$ cat config.mk
export PLATFORM = sky130hd
export DESIGN_NAME = cpu_sequencer
export DESIGN_NICKNAME = d
export VERILOG_FILES = /design/src/rtl/cpu_pkg.sv /design/src/rtl/cpu_sequencer_wait_timer.sv /design/src/rtl/cpu_sequencer.sv
export SDC_FILE = /design/constraint.sdc
export NUM_CORES = 1
export LEC_CHECK = 0
export ABC_CLOCK_PERIOD_IN_PS = 3800
export CAP_MARGIN = 20
export CORE_UTILIZATION = 38
export CTS_BUF_LIST = sky130_fd_sc_hd__clkbuf_8 sky130_fd_sc_hd__clkbuf_16
export DETAILED_ROUTE_END_ITERATION = 10
export PLACE_DENSITY_LB_ADDON = 0.05
export SLEW_MARGIN = 30
export SYNTH_ARGS = -nofsm -noshare
export SYNTH_HDL_FRONTEND = slang
export SYNTH_SLANG_ARGS = --single-unit
$ cat constraint.sdc
create_clock -name clk -period 3.8 [get_ports clk]
set_input_delay 0.57 -clock clk [delete_from_list [all_inputs] [get_ports clk]]
set_output_delay 0.57 -clock clk [all_outputs]
set_load 0.05 [all_outputs]
$ cat src/rtl/cpu_pkg.sv
// Shared encodings for the multi-cycle CPU sequencer: FSM states,
// opcode class field values and datapath mux select codes.
package cpu_pkg;

    // State encodings are visible on the debug 'state' port, so the values are fixed.
    typedef enum logic [3:0] {
        ST_RESET  = 4'd0,
        ST_FETCH  = 4'd1,
        ST_DECODE = 4'd2,
        ST_EXEC   = 4'd3,
        ST_MEM    = 4'd4,
        ST_WB     = 4'd5,
        ST_INT    = 4'd6,
        ST_HALT   = 4'd7,
        ST_FAULT  = 4'd8
    } state_t;

    // Opcode class field (top two opcode bits). The all-ones opcode is HALT
    // regardless of its class bits.
    localparam logic [1:0] CLASS_ALU    = 2'b00;
    localparam logic [1:0] CLASS_LOAD   = 2'b01;
    localparam logic [1:0] CLASS_STORE  = 2'b10;
    localparam logic [1:0] CLASS_BRANCH = 2'b11;

    // PC input select.
    localparam logic [1:0] PC_MUX_INC    = 2'd0;  // PC + 1
    localparam logic [1:0] PC_MUX_BRANCH = 2'd1;  // ALU_out (branch target)
    localparam logic [1:0] PC_MUX_VEC    = 2'd2;  // interrupt vector

    // Memory address select.
    localparam logic ADDR_MUX_PC  = 1'b0;
    localparam logic ADDR_MUX_ALU = 1'b1;

    // Register write-back source select.
    localparam logic DIN_MUX_ALU = 1'b0;
    localparam logic DIN_MUX_MEM = 1'b1;

    // FETCH and MEM are the only states that hold a memory request open.
    function automatic logic is_wait_state(input state_t s);
        return (s == ST_FETCH) || (s == ST_MEM);
    endfunction

endpackage

$ cat src/rtl/cpu_sequencer_wait_timer.sv
// Counts consecutive not-ready memory cycles and flags when the tolerated
// limit is reached. A LIMIT of 0 disables the timeout entirely.
module wait_timer #(
    parameter int unsigned LIMIT = 15
) (
    input  logic clk,
    input  logic rst_n,
    input  logic clear,
    input  logic inc,
    output logic expired
);

    // At least one bit so a disabled (LIMIT = 0) timer still elaborates.
    localparam int unsigned CNT_W = (LIMIT == 0) ? 1 : $clog2(LIMIT + 1);
    localparam logic [CNT_W-1:0] LIMIT_C = CNT_W'(LIMIT);

    logic [CNT_W-1:0] count;

    // Counter: clear has priority; saturates at the limit so it never wraps.
    always_ff @(posedge clk or negedge rst_n) begin
        if (!rst_n) begin
            count <= '0;
        end else if (clear) begin
            count <= '0;
        end else if (inc && (count != LIMIT_C)) begin
            count <= count + 1'b1;
        end
    end

    assign expired = (LIMIT != 0) && (count == LIMIT_C);

endmodule

$ cat src/rtl/cpu_sequencer.sv
// Multi-cycle instruction sequencer for the 16-bit CPU. Drives datapath
// register strobes and mux selects, runs the memory handshake with a
// bounded wait count, and handles HALT, level interrupts and bus faults.
//
// Memory handshake: mem_req acts as 'valid'. It rises on entry to FETCH or
// MEM and stays high until the cycle in which mem_ready is sampled high; the
// transfer completes on the rising edge where mem_req && mem_ready. The
// address select and mem_write do not change while the request is open.
module cpu_sequencer
    import cpu_pkg::*;
#(
    parameter int unsigned OPCODE_SIZE = 5,
    parameter int unsigned WAIT_LIMIT  = 15
) (
    input  logic                   clk,
    input  logic                   rst_n,
    input  logic [OPCODE_SIZE-1:0] opcode,
    input  logic                   cond_true,
    input  logic                   mem_ready,
    input  logic                   irq,
    input  logic                   irq_enable,
    output logic                   mem_req,
    output logic                   mem_write,
    output logic                   memory_addr_mux,
    output logic [1:0]             PC_mux,
    output logic                   data_in_mux,
    output logic                   IR_write,
    output logic                   PC_write,
    output logic                   reg_buff_write,
    output logic                   ALU_out_write,
    output logic                   status_reg_write,
    output logic                   reg_write,
    output logic                   epc_write,
    output logic                   halted,
    output logic                   bus_error,
    output logic [3:0]             state
);

    state_t     state_q;
    state_t     state_d;
    state_t     eoi_state;
    logic       run_q;
    logic [1:0] op_class;
    logic       is_halt;
    logic       irq_take;
    logic       in_wait;
    logic       wt_clear;
    logic       wt_inc;
    logic       wt_expired;

    assign op_class  = opcode[OPCODE_SIZE-1 -: 2];
    assign is_halt   = &opcode;
    assign irq_take  = irq && irq_enable;
    assign eoi_state = irq_take ? ST_INT : ST_FETCH;
    assign state     = state_q;

    // The counter only runs while a request is open; any other state or a
    // completed transfer zeroes it, so every FETCH/MEM starts from 0.
    assign in_wait  = is_wait_state(state_q);
    assign wt_clear = !in_wait || mem_ready;
    assign wt_inc   = in_wait && !mem_ready;

    wait_timer #(
        .LIMIT (WAIT_LIMIT)
    ) u_wait_timer (
        .clk     (clk),
        .rst_n   (rst_n),
        .clear   (wt_clear),
        .inc     (wt_inc),
        .expired (wt_expired)
    );

    // Reset-release marker: holds RESET for one extra edge after rst_n rises,
    // so the first FETCH lands on the second rising edge after release.
    always_ff @(posedge clk or negedge rst_n) begin
        if (!rst_n) begin
            run_q <= 1'b0;
        end else begin
            run_q <= 1'b1;
        end
    end

    // State register; asynchronous reset drops straight back to RESET.
    always_ff @(posedge clk or negedge rst_n) begin
        if (!rst_n) begin
            state_q <= ST_RESET;
        end else begin
            state_q <= state_d;
        end
    end

    // Next-state and output decode; every output defaults to 0 each cycle.
    always_comb begin
        state_d          = state_q;
        mem_req          = 1'b0;
        mem_write        = 1'b0;
        memory_addr_mux  = ADDR_MUX_PC;
        PC_mux           = PC_MUX_INC;
        data_in_mux      = DIN_MUX_ALU;
        IR_write         = 1'b0;
        PC_write         = 1'b0;
        reg_buff_write   = 1'b0;
        ALU_out_write    = 1'b0;
        status_reg_write = 1'b0;
        reg_write        = 1'b0;
        epc_write        = 1'b0;
        halted           = 1'b0;
        bus_error        = 1'b0;

        case (state_q)
            ST_RESET: begin
                state_d = run_q ? ST_FETCH : ST_RESET;
            end

            ST_FETCH: begin
                mem_req         = 1'b1;
                memory_addr_mux = ADDR_MUX_PC;
                if (mem_ready) begin
                    IR_write = 1'b1;
                    PC_write = 1'b1;
                    PC_mux   = PC_MUX_INC;
                    state_d  = ST_DECODE;
                end else if (wt_expired) begin
                    state_d = ST_FAULT;
                end
            end

            ST_DECODE: begin
                reg_buff_write = 1'b1;
                state_d        = is_halt ? ST_HALT : ST_EXEC;
            end

            ST_EXEC: begin
                ALU_out_write = 1'b1;
                case (op_class)
                    CLASS_ALU: begin
                        status_reg_write = 1'b1;
                        state_d          = ST_WB;
                    end
                    CLASS_LOAD, CLASS_STORE: begin
                        state_d = ST_MEM;
                    end
                    default: begin
                        // BRANCH: the target is taken only when the datapath
                        // condition holds this cycle.
                        PC_write = cond_true;
                        PC_mux   = PC_MUX_BRANCH;
                        state_d  = eoi_state;
                    end
                endcase
            end

            ST_MEM: begin
                mem_req         = 1'b1;
                memory_addr_mux = ADDR_MUX_ALU;
                mem_write       = (op_class == CLASS_STORE);
                if (mem_ready) begin
                    state_d = (op_class == CLASS_LOAD) ? ST_WB : eoi_state;
                end else if (wt_expired) begin
                    state_d = ST_FAULT;
                end
            end

            ST_WB: begin
                reg_write   = 1'b1;
                data_in_mux = (op_class == CLASS_LOAD) ? DIN_MUX_MEM : DIN_MUX_ALU;
                state_d     = eoi_state;
            end

            ST_INT: begin
                // Single cycle: save the return PC and vector; irq is not
                // re-examined until the next instruction completes.
                epc_write = 1'b1;
                PC_write  = 1'b1;
                PC_mux    = PC_MUX_VEC;
                state_d   = ST_FETCH;
            end

            ST_HALT: begin
                halted = 1'b1;
                if (irq_take) begin
                    state_d = ST_INT;
                end
            end

            ST_FAULT: begin
                // Sticky until rst_n.
                bus_error = 1'b1;
            end

            default: begin
                state_d = ST_RESET;
            end
        endcase
    end

endmodule

Figure 1. Sizing map (run 1).
Scale: 8 px per um.
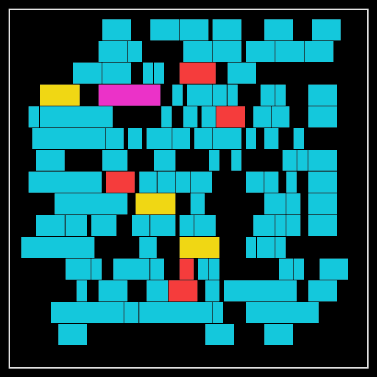
Key: cyan = x1 and smaller [cells 104, share 92%]; red = x2 [cells 5, share 4.4%]; magenta = x3 and x4 [cells 1, share 0.88%]; yellow = x6 and larger [cells 3, share 2.7%]

Figure 2. Signal wires by layer (run 1).
Scale: 8 px per um. Only two layers are drawn.
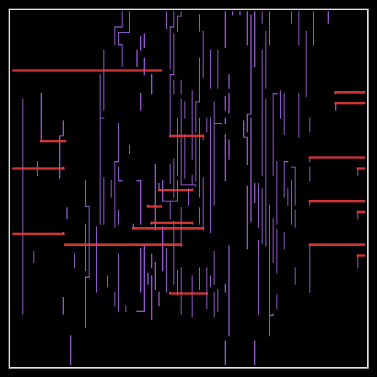
Key: red = M3 [wire length 106 um]; purple = M2 [wire length 722 um]

Figure 3. Wiring heat map (run 1).
Scale: 6 px per um. The die is cut into 9 by 9 equal tiles; dark purple is low, yellow is high, scaled to the fullest tile. Values are wire area over tile area, all layers added.
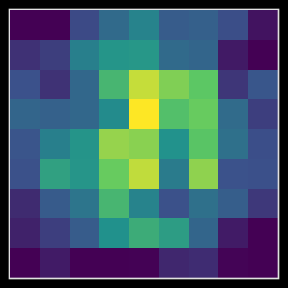
27% of the tiles are over half the peak. The fullest tile reaches 0.38. The mean over all tiles is 0.13. 12% of the tiles are nearly empty. The densest ninth of the die: center.

==> results.md, run 1 <==
| Result | Reported | Unit |
|:---|:---|:---|
| Antenna cells | 0 | - |
| PnR Total Power | 733 | uW |
| Number of hold violations in the final report | 0 | - |
| Post-detailed-route wirelength per cell | 12.0 | um |
| Distinct cells, synth | 31 | - |
| Worst setup margin | 0.699 | ns |
| Proportion of register bits with asynchronous set or reset after synthesis | 1.00 | - |
| Largest driver fanout on the critical path | 6 | - |
| Maximum clock rate | 322 | MHz |
| Worst hold slack after final layout | 0.583 | ns |
| Clock Path Buffers | 2 | - |
| Area growth from synthesis to final layout | 48.6 | % |
| Die boundary width | 44.6 | um |
| Synthesized cell area | 691 | um^2 |
| Setup total negative slack | 0 | ns |
| HP Start | u_wait_timer.count[1]$_DFFE_PN0P_ | - |
| Count of state elements after synthesis | 9 | - |
| DIE AREA | 1990 | um^2 |
| Pin count of the biggest net entering global routing | 18 | - |
| Post-placement setup slack | 0.709 | ns |
| Max stage delay on crit path | 0.82 | ns |
| Init Core Util | 0.404 | - |
| Count of tool warnings | 26 | - |
| Cts hold-fix bufs | 0 | - |
| Area share, top type | 0.326 | - |
| Clock tree from TritonCTS | done | - |
| Num CTS Buffers | 3 | - |
| R2R Path Start | state[2]$_DFFE_PN0P_ | - |
| Placeable core region | 1710 | um^2 |
| Flip-flop cell with the highest count after synthesis | sky130_fd_sc_hd__dfrtp_1 | - |
| Result of the run | completed | - |
| Post-synth seq share | 0.326 | - |
| Transition at the pin with the smallest max-transition slack | 0.566 | ns |
| Worst endpoint data arrival time | 2.53 | ns |
| Req. time, crit path | 3.23 | ns |
| Root cell of the clock tree | sky130_fd_sc_hd__clkbuf_8 | - |
| Total congestion overflow after global routing | 0 | - |
| Clk slew on worst S/H paths | 0.05 | ns |
-- run 1: layout by cell type (no fill, tap or decap), drive strengths merged, types with 2 or more instances in the layout --
cell            n
xnor2           2
nand2           8
a31oi           3
clkdlybuf4s50  29
nor3            9
o21ai           2
nor2           12
o22ai           2
nand2b          5
dfrtp           9
a21oi           4
clkbuf          3
nor3b           3
nand3           6
-- run 1: state kept, by name, summed over array words and instances, names as in the netlist --
register            cells
u_wait_timer.count      4
run_q                   1
state                   4
-- run 1: worst paths after layout --
kind	endpoint	cells after the start	slack (ns)
worst max-delay path	PC_write	6	0.70
min in group asynchronous	u_wait_timer.count[1]$_DFFE_PN0P_	1	0.62
worst min-delay path	u_wait_timer.count[1]$_DFFE_PN0P_	2	0.58
max in group asynchronous	u_wait_timer.count[2]$_DFFE_PN0P_	1	2.90
worst min register to register	u_wait_timer.count[1]$_DFFE_PN0P_	2	0.58
worst max register to register	state[0]$_DFFE_PN0P_	4	2.19
-- run 1: where the power goes --
part / internal (mW) / total (mW) / switching [mW]
Combinational: 0.161 / 0.443 / 0.282
Sequential: 0.117 / 0.179 / 0.0618
Clock: 0.0716 / 0.111 / 0.0394
-- run 1: worst reg2reg max path: stages, from the launching register on --
cell	delay [ns]
sky130_fd_sc_hd__dfrtp_1	0.70
sky130_fd_sc_hd__nand2b_1	0.24
sky130_fd_sc_hd__nor3_2	0.28
sky130_fd_sc_hd__a22oi_1	0.14
sky130_fd_sc_hd__o22ai_1	0.16
-- run 1: cell families after synthesis --
group | after synthesis | synth area share
multiplexers | 1 | 0.0145
flip-flops | 9 | 0.326
other | 1 | 0.00543
AND/OR/NAND/NOR | 49 | 0.406
XOR/XNOR | 2 | 0.0254
AND-OR/OR-AND | 16 | 0.145
buffers and inverters | 7 | 0.0598
adder cells (fa/ha/maj) | 1 | 0.0181
-- run 1: per-stage QoR --
stage	cell area [um^2]	std cells
2_1_floorplan	696	86
3_3_place_gp	980	134
3_5_place_dp	980	134
4_1_cts	1030	138
5_1_grt	1030	138
6_report	1030	138
-- run 1: per-layer routing --
metal,vias up,GRT usage,share of wire
met2,23,0.253,0.44
met5,-,0,0
li1,360,-,-
met3,4,0.0612,0.064
met1,320,0.265,0.48
met4,0,0.0909,0.018
-- run 1: cell type report --
cell class	instances	area, um^2
Clock buffer	3	41.3
Sequential cell	9	225
Clock inverter	1	5.00
Inverter	1	3.75
Tap cell	25	31.3
Multi-Input combinational cell	70	429
Timing Repair Buffer	29	290
Fill cell	165	682
Figure 4. Selected gate families (run 1).
Scale: 8 px per um.
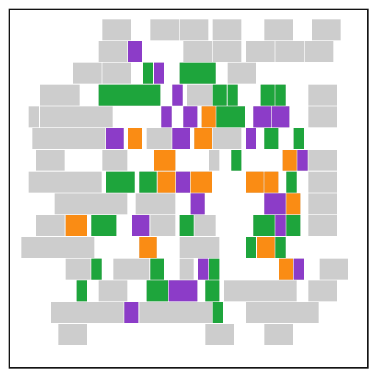

## Run 2: what changed since run 1
ABC_CLOCK_PERIOD_IN_PS = 2950   (was 3800)
clock period = 2.95 ns   (was 3.8 ns; I/O delays follow)
Figure 5. Selected gate families (run 2).
Scale: 8 px per um.
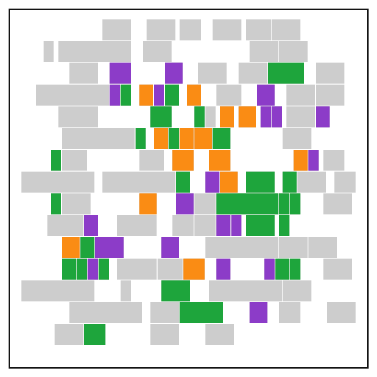
Key: purple = nand cells [cells 20]; orange = aoi and oai cells [cells 14]; green = nor cells [cells 27]

Figure 6. Wiring heat map (run 2).
Scale: 6 px per um. The die is cut into 9 by 9 equal tiles; dark purple is low, yellow is high, scaled to the fullest tile. Values are wire area over tile area, all layers added.
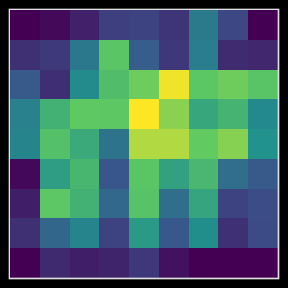
The fullest tile reaches 0.35. The densest ninth of the die: center. 7.4% of the tiles are nearly empty. 38% of the tiles are over half the peak. The mean over all tiles is 0.14.

==> run 2 against run 1 <==
  * Non-clock buffer count increased by 3
  * Power increased by 31%
  * Register-to-register slack got worse by 0.76 ns
  * Clock power increased by 24%
  * Die area unchanged
  * Largest cell class unchanged
  * Count of clock-buffer cells in the layout unchanged
  * Setup slack got worse by 0.40 ns
  * Worst hold slack got worse by 0.069 ns
  * Critical path depth decreased by 2
  * Design area increased by 2.4%
  * Utilization increased by 1.5 points
==> results.md, run 2 <==
| Result | Reported | Unit | Change |
|:---|:---|:---|:---|
| Flip-flop cell with the highest count after synthesis | sky130_fd_sc_hd__dfrtp_1 | - | unchanged |
| Filler cell count | 167 | - | was 165 |
| Worst setup margin | 0.299 | ns | was 0.699 ns |
| Count of tool warnings | 26 | - | unchanged |
| Synthesized cell area | 691 | um^2 | unchanged |
| Proportion of register bits with asynchronous set or reset after synthesis | 1.00 | - | unchanged |
| Cts hold-fix bufs | 0 | - | unchanged |
| Cell area reported after detailed placement | 1010 | um^2 | was 980 um^2 |
| Post-synth seq share | 0.326 | - | unchanged |
| Placeable core region | 1710 | um^2 | unchanged |
| Worst endpoint data arrival time | 2.21 | ns | was 2.53 ns |
| Area share, top type | 0.326 | - | unchanged |
| Result of the run | completed | - | unchanged |
| Final cell area excluding filler cells | 1050 | um^2 | was 1030 um^2 |
| Clock tree from TritonCTS | done | - | unchanged |
| Largest driver fanout on the critical path | 13 | - | was 6 |
| Maximum clock rate | 377 | MHz |  |
| Most common cell after layout, fill and taps aside | sky130_fd_sc_hd__clkdlybuf4s50_1 | - | unchanged |
| Mux share | 0.0145 | - | unchanged |
| Gate Area | 440 | um^2 | was 429 um^2 |
| Post-placement setup slack | 0.372 | ns | was 0.709 ns |
| Num CTS Buffers | 3 | - | unchanged |
==> run 2: cell count changes in the layout (fill, tap and decap cells not counted) <==
cell,previous run,this run
sky130_fd_sc_hd__nor3_1,7,6
sky130_fd_sc_hd__clkdlybuf4s50_1,29,26
sky130_fd_sc_hd__clkinv_2,1,0
sky130_fd_sc_hd__nor3_2,2,3
sky130_fd_sc_hd__buf_4,0,6
sky130_fd_sc_hd__nor4b_2,0,1
sky130_fd_sc_hd__nor4b_1,1,0
sky130_fd_sc_hd__inv_1,1,2
==> run 2: cell type report <==
type / count / share of cell area
clock buffer: 3 / 0.0393
tap: 25 / 0.0298
sequential: 9 / 0.214
timing repair buffer: 32 / 0.290
multi-input combinational: 70 / 0.419
clock inverter: 1 / 0.00357
inverter: 1 / 0.00357
==> run 2: cells by family (layout without fill, tap and decap cells) <==
group / after synthesis / after routing
AND/OR/NAND/NOR: 49 / 49
AND-OR/OR-AND: 16 / 16
flip-flops: 9 / 9
buffers and inverters: 7 / 37
XOR/XNOR: 2 / 2
adder cells (fa/ha/maj): 1 / 1
other: 1 / 1
multiplexers: 1 / 1
==> run 2: worst max-delay path, stage by stage (launching register included) <==
cell	delay, ns
sky130_fd_sc_hd__dfrtp_1	0.60
sky130_fd_sc_hd__nand2_1	0.21
sky130_fd_sc_hd__nor3_2	0.18
sky130_fd_sc_hd__nor3b_2	0.18
sky130_fd_sc_hd__clkdlybuf4s50_1	0.81
==> run 2: metrics by stage <==
step | instances | util
finish | 141 | 0.615
CTS | 141 | 0.615
global route | 141 | 0.615
detailed placement | 137 | 0.589
floorplan | 86 | -
global placement | 137 | 0.589
==> run 2: routing by layer <==
metal,GRT usage,wire (um),vias up
met5,0,0,-
met4,0.109,27,0
met3,0.0408,103,4
met2,0.338,846,24
met1,0.257,773,326
li1,-,-,364
==> run 2: power breakdown <==
group	internal [mW]	switching, mW	leakage (nW)
combinational	0.218	0.396	0.278
sequential	0.151	0.0541	0.119
clock	0.0906	0.0479	0.0269
total	0.460	0.498	0.424
==> run 2: final timing paths <==
kind,cells past startpoint,from,slack (ns),end
max,4,state[0]$_DFFE_PN0P_,0.30,status_reg_write
min,1,rst_n,0.51,u_wait_timer.count[3]$_DFFE_PN0P_
max reg2reg,5,u_wait_timer.count[0]$_DFFE_PN0P_,1.43,state[0]$_DFFE_PN0P_
min reg2reg,2,u_wait_timer.count[1]$_DFFE_PN0P_,0.58,u_wait_timer.count[1]$_DFFE_PN0P_
max in group asynchronous,1,rst_n,2.15,state[3]$_DFFE_PN0P_
min in group clk,2,u_wait_timer.count[1]$_DFFE_PN0P_,0.58,u_wait_timer.count[1]$_DFFE_PN0P_
Figure 7. Signal wires by layer (run 2).
Scale: 8 px per um. Only two layers are drawn.
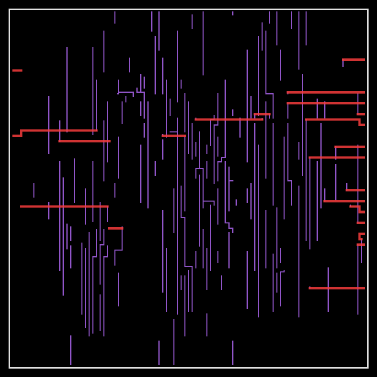

## Run 3: what changed since run 2
CORE_ASPECT_RATIO = 0.7   (was unset)
SYNTH_HIERARCHICAL = 1   (was unset)
Figure 8. Signal wires by layer (run 3).
Scale: 6 px per um. Only two layers are drawn.
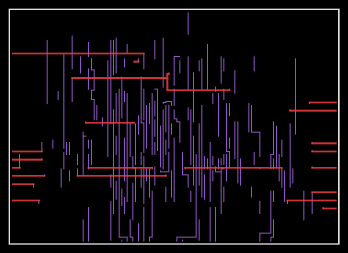
Key: purple = M2 [wire length 795 um]; red = M3 [wire length 163 um]

==> run 3 against run 2 <==
  * Count of clock-buffer cells in the layout stayed put
  * Worst hold slack lost 0.012 ns
  * Non-clock buffer count shrank 1
  * Combinational power rose by 11%
==> results.md, run 3 <==
| Result | Reported | Unit | Change |
|:---|:---|:---|:---|
| Family with the most delay on the worst path | buffers and inverters | - | unchanged |
| Most common cell after layout, fill and taps aside | sky130_fd_sc_hd__clkdlybuf4s50_1 | - | unchanged |
| Worst endpoint data arrival time | 2.35 | ns | was 2.21 ns |
| Footprint of the flip-flops and latches | 225 | um^2 | unchanged |
| Post-placement setup slack | 0.343 | ns | was 0.372 ns |
| Distinct cells, synth | 40 | - | was 31 |
| Count of state elements after synthesis | 9 | - | unchanged |
| Final cell area excluding filler cells | 1080 | um^2 | was 1050 um^2 |
| Die boundary width | 54.7 | um | was 44.6 um |
| Placeable core region | 1700 | um^2 | was 1710 um^2 |
| Proportion of register bits with asynchronous set or reset after synthesis | 1.00 | - | unchanged |
| Net switching power | 552 | uW | was 498 uW |
| Synthesized cell area | 738 | um^2 | was 691 um^2 |
| Clock tree from TritonCTS | done | - | unchanged |
| Proportion of power drawn by the clock network | 0.134 | - | was 0.144 |
| Worst setup margin | 0.154 | ns | was 0.299 ns |
| Core Util, Final | 0.639 | - | was 0.615 |
| Proportion of total power due to net switching | 0.529 | - | was 0.520 |
| Worst hold slack after final layout | 0.501 | ns | was 0.513 ns |
| DIE AREA | 2130 | um^2 | was 1990 um^2 |
| Max stage delay on crit path | 0.85 | ns | was 0.81 ns |
| WP buf/inv | 1 | - | unchanged |
| Cts hold-fix bufs | 0 | - | unchanged |
| Cell area reported after detailed placement | 1040 | um^2 | was 1010 um^2 |
| Post-synth seq share | 0.305 | - | was 0.326 |
| Antenna cells | 0 | - | unchanged |
| Largest driver fanout on the critical path | 14 | - | was 13 |
| Area share, top type | 0.305 | - | was 0.326 |
| Filler cell count | 162 | - | was 167 |
| Clk slew on worst S/H paths | 0.05 | ns | was 0.04 ns |
| Number of hold violations in the final report | 0 | - | unchanged |
| Area growth from synthesis to final layout | 46.9 | % | was 52.2% |
| Result of the run | completed | - | unchanged |
Figure 9. Wiring heat map (run 3).
Scale: 4 px per um. The die is cut into 11 by 8 equal tiles; dark purple is low, yellow is high, scaled to the fullest tile. Values are wire area over tile area, all layers added.
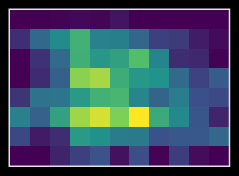
The mean over all tiles is 0.15. The fullest tile reaches 0.48. The emptiest ninth of the die: upper right.

run 3: final timing paths:
| check | cells past startpoint | to | slack (ns) | startpoint |
|---|---|---|---|---|
| max | 3 | PC_mux[0] | 0.15 | state[0]$_DFFE_PN0P_ |
| min | 1 | u_wait_timer/count[2]$_DFFE_PN0P_ | 0.50 | rst_n |
| max reg2reg | 4 | u_wait_timer/count[0]$_DFFE_PN0P_ | 0.95 | state[0]$_DFFE_PN0P_ |
| min reg2reg | 2 | u_wait_timer/count[1]$_DFFE_PN0P_ | 0.59 | u_wait_timer/count[1]$_DFFE_PN0P_ |
| max in group asynchronous | 1 | u_wait_timer/count[0]$_DFFE_PN0P_ | 2.16 | rst_n |
| min in group clk | 2 | u_wait_timer/count[1]$_DFFE_PN0P_ | 0.59 | u_wait_timer/count[1]$_DFFE_PN0P_ |
run 3: area by class of cell:
class / instances / area share
inverters: 3 / 0.0104
well taps: 21 / 0.0242
clock inverters: 1 / 0.00346
multi-input cells: 68 / 0.439
flip-flops and latches: 9 / 0.208
clock buffers: 3 / 0.0381
repair buffers: 31 / 0.277
run 3: metal layers:
metal  GRT usage  part of all wire
met1       0.307              0.50
met2       0.295              0.41
met3      0.0941             0.084
met4      0.0449            0.0052
met5           0                 0
run 3: stage by stage:
step                std cells  total power, mW
floorplan                  85            0.715
global placement          132            0.897
detailed placement        132            0.903
CTS                       136             1.05
global route              136             1.11
finish                    136             1.04
run 3: cell families (layout without fill, tap and decap cells):
| kind of cell | count (synthesis) | count (layout) | synth area share |
|---|---|---|---|
| buf+inv | 8 | 38 | 0.0644 |
| xor+xnor | 1 | 1 | 0.0119 |
| simple gates | 43 | 43 | 0.390 |
| mux | 2 | 2 | 0.0339 |
| flops | 9 | 9 | 0.305 |
| fa+ha+maj | 1 | 1 | 0.0169 |
| compound gates | 20 | 20 | 0.173 |
| other cells | 1 | 1 | 0.00508 |
run 3: power groups by stage:
stage	sequential [mW]	clock, mW	combinational (mW)
floorplan	0.236	0	0.479
CTS	0.221	0.142	0.682
global placement	0.223	0	0.674
global route	0.229	0.152	0.724
detailed placement	0.223	0	0.679
finish	0.223	0.140	0.679
run 3: worst reg2reg max path, delay by kind of cell, from the launching register on:
family | cells | cell delay, ns
simple gates | 2 | 0.73
flops | 1 | 0.67
mux | 1 | 0.31
xor+xnor | 1 | 0.17
Power and IR drop assume default switching activity.
